Design fpga_cfg_loader, sky130hd; sources not shown.
### Zoomed window

Bar = 10 um. Region (15, 9) to (55, 49) um. Cells in grey, sequential cells in the stronger grey; small squares are vias.
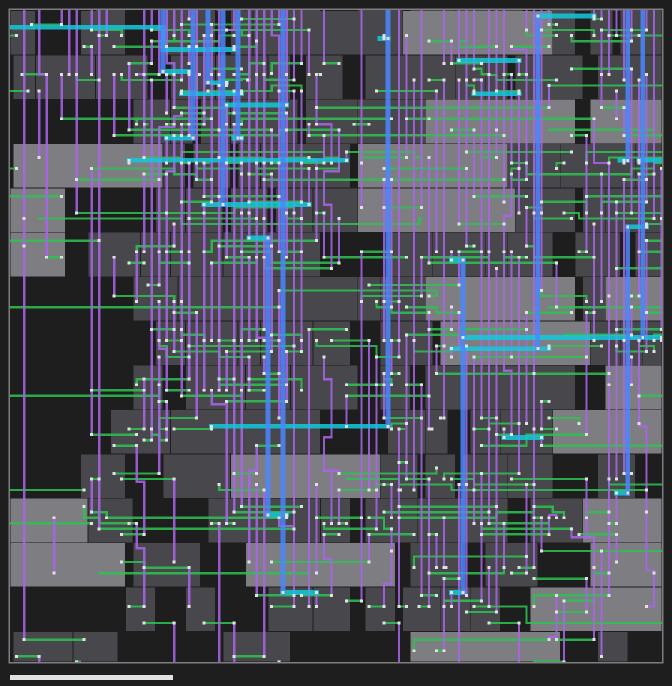
colour	layer
purple	metal 2
green	metal 1
blue	metal 4
cyan	metal 3
most frequent	dfrtp_1 (14), nand2_1 (10)
sequential cells in the window	15
cells with their middle in the window	125

### Routing congestion

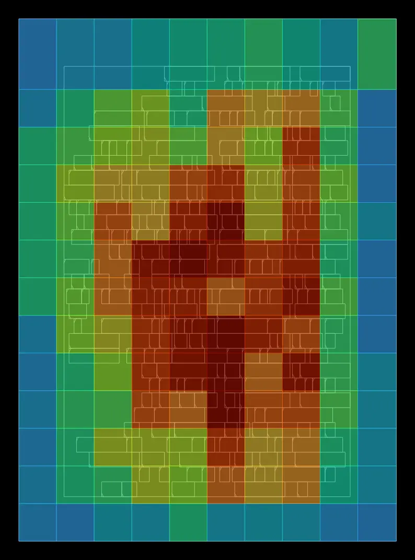
Global Route Usage Sum: 18.4%
met2 usage: 35.7%

==> impl_metrics.tcl <==
# place-and-route summary
set metrics [dict create \
    layout_setup_ws_ns -0.249 \
    h-tree-depth 2 \
    clk_share_pct 6.38 \
    min_period_ns 1.95 \
    final_nets 307 \
    status "finished with violations" \
    max_cap_violations 0 \
    instances_no_fill 337 \
    gp_congestion 0.859 \
    syn-instance-count 225 \
    timing.slew.headroom_pct 69.4 \
    rr_worst_depth 8 \
    critical_path.cell_chain "buf_6 > buf_6 > inv_4 > nand4_1 > buf_4 > o211ai_1 > a311oi_1 > a22o_1" \
    comb_cells 167 \
    mux_share_pct 0 \
    path_depth 8 \
    syn_area_per_cell_um2 9.05 \
    worst_pin_slew_ns 0.458 \
    place_inst 299 \
    drt-total-wl_um 6320 \
    synthAoiAreaFrac_pct 21.1 \
    dp_hpwl_um 3520 \
    io_pins 30 \
    biggestCellCategory "logic gates" \
    finalSetupViolCount 33 \
    worstSetupPathType "register to register" \
    num_tap_cells 46 \
    failed_checks "negative setup slack" \
    netlist_area_um2 2040 \
    nonClkBufAreaFrac_pct 20.4 \
    die_w_um 69.2 \
    peakVddDrop_uv 1060 \
    arrival_ns 1.91 \
    path_buffers 4 \
    antenna_found_initial 0 \
    io_buffers 28 \
    path_clk_slew_ns 0.06 \
    vias_per_cell 5.87 \
    period_used_pct 115 \
    fillerInstances 298 \
    synth.distinct_cells 44 \
    n_antenna_cell 0 \
    syn_nets 242 \
]
==> report_power, final <==
group / switching [mW] / internal [mW] / total [mW]
clock network: 0.353 / 0.835 / 1.19
registers: 0.222 / 1.18 / 1.40
logic: 1.20 / 1.16 / 2.35
==> Yosys cell counts (3+ instances only) <==
| library cell | n | share of area (%) |
|---|---|---|
| clkbuf_1 | 3 | 0.55 |
| a22o_1 | 8 | 3.4 |
| nor2_1 | 18 | 3.3 |
| nand2b_1 | 8 | 2.5 |
| o21ai_0 | 26 | 6.4 |
| inv_1 | 7 | 1.3 |
| a21oi_1 | 6 | 1.5 |
| nand2_1 | 41 | 7.6 |
| o21a_1 | 4 | 1.5 |
| ha_1 | 4 | 2.5 |
| nand4_1 | 3 | 0.92 |
| xor2_1 | 12 | 5.2 |
| dfrtp_1 | 38 | 47 |
| buf_2 | 6 | 1.5 |
| nand3_1 | 5 | 1.2 |
==> worst reg2reg max path, cell delays in order, from the launching register on <==
cell and delay (ns):
dfrtp_1 0.39, buf_6 0.14, buf_6 0.13, inv_4 0.05
nand4_1 0.17, buf_4 0.21, o211ai_1 0.25, a311oi_1 0.08
a22o_1 0.21
==> cells in the final DEF (no fill, tap or decap), types with 3 or more instances in the layout <==
master,count
nor2_1,16
xor2_1,12
dfrtp_1,37
a22o_1,8
o21ai_0,4
clkbuf_2,3
dlygate4sd2_1,7
buf_4,18
buf_2,16
nand4_1,3
inv_1,4
nand2b_1,6
nor4_2,3
nand2_1,28
nand3_1,3
clkdlybuf4s50_1,3
o21ai_1,18
clkbuf_16,5
buf_6,19
o21ai_2,4
a21oi_1,6
nand2_2,13
o21a_1,3
==> what timing repair did <==
action                                  in CTS  in global routing
hold buffers                                 0                  0
pin swaps                                   25                  5
gates resized                              133                 10
cloned                                       4                  1
buffers inserted                            24                  1
endpoints found under the setup margin      55                 78
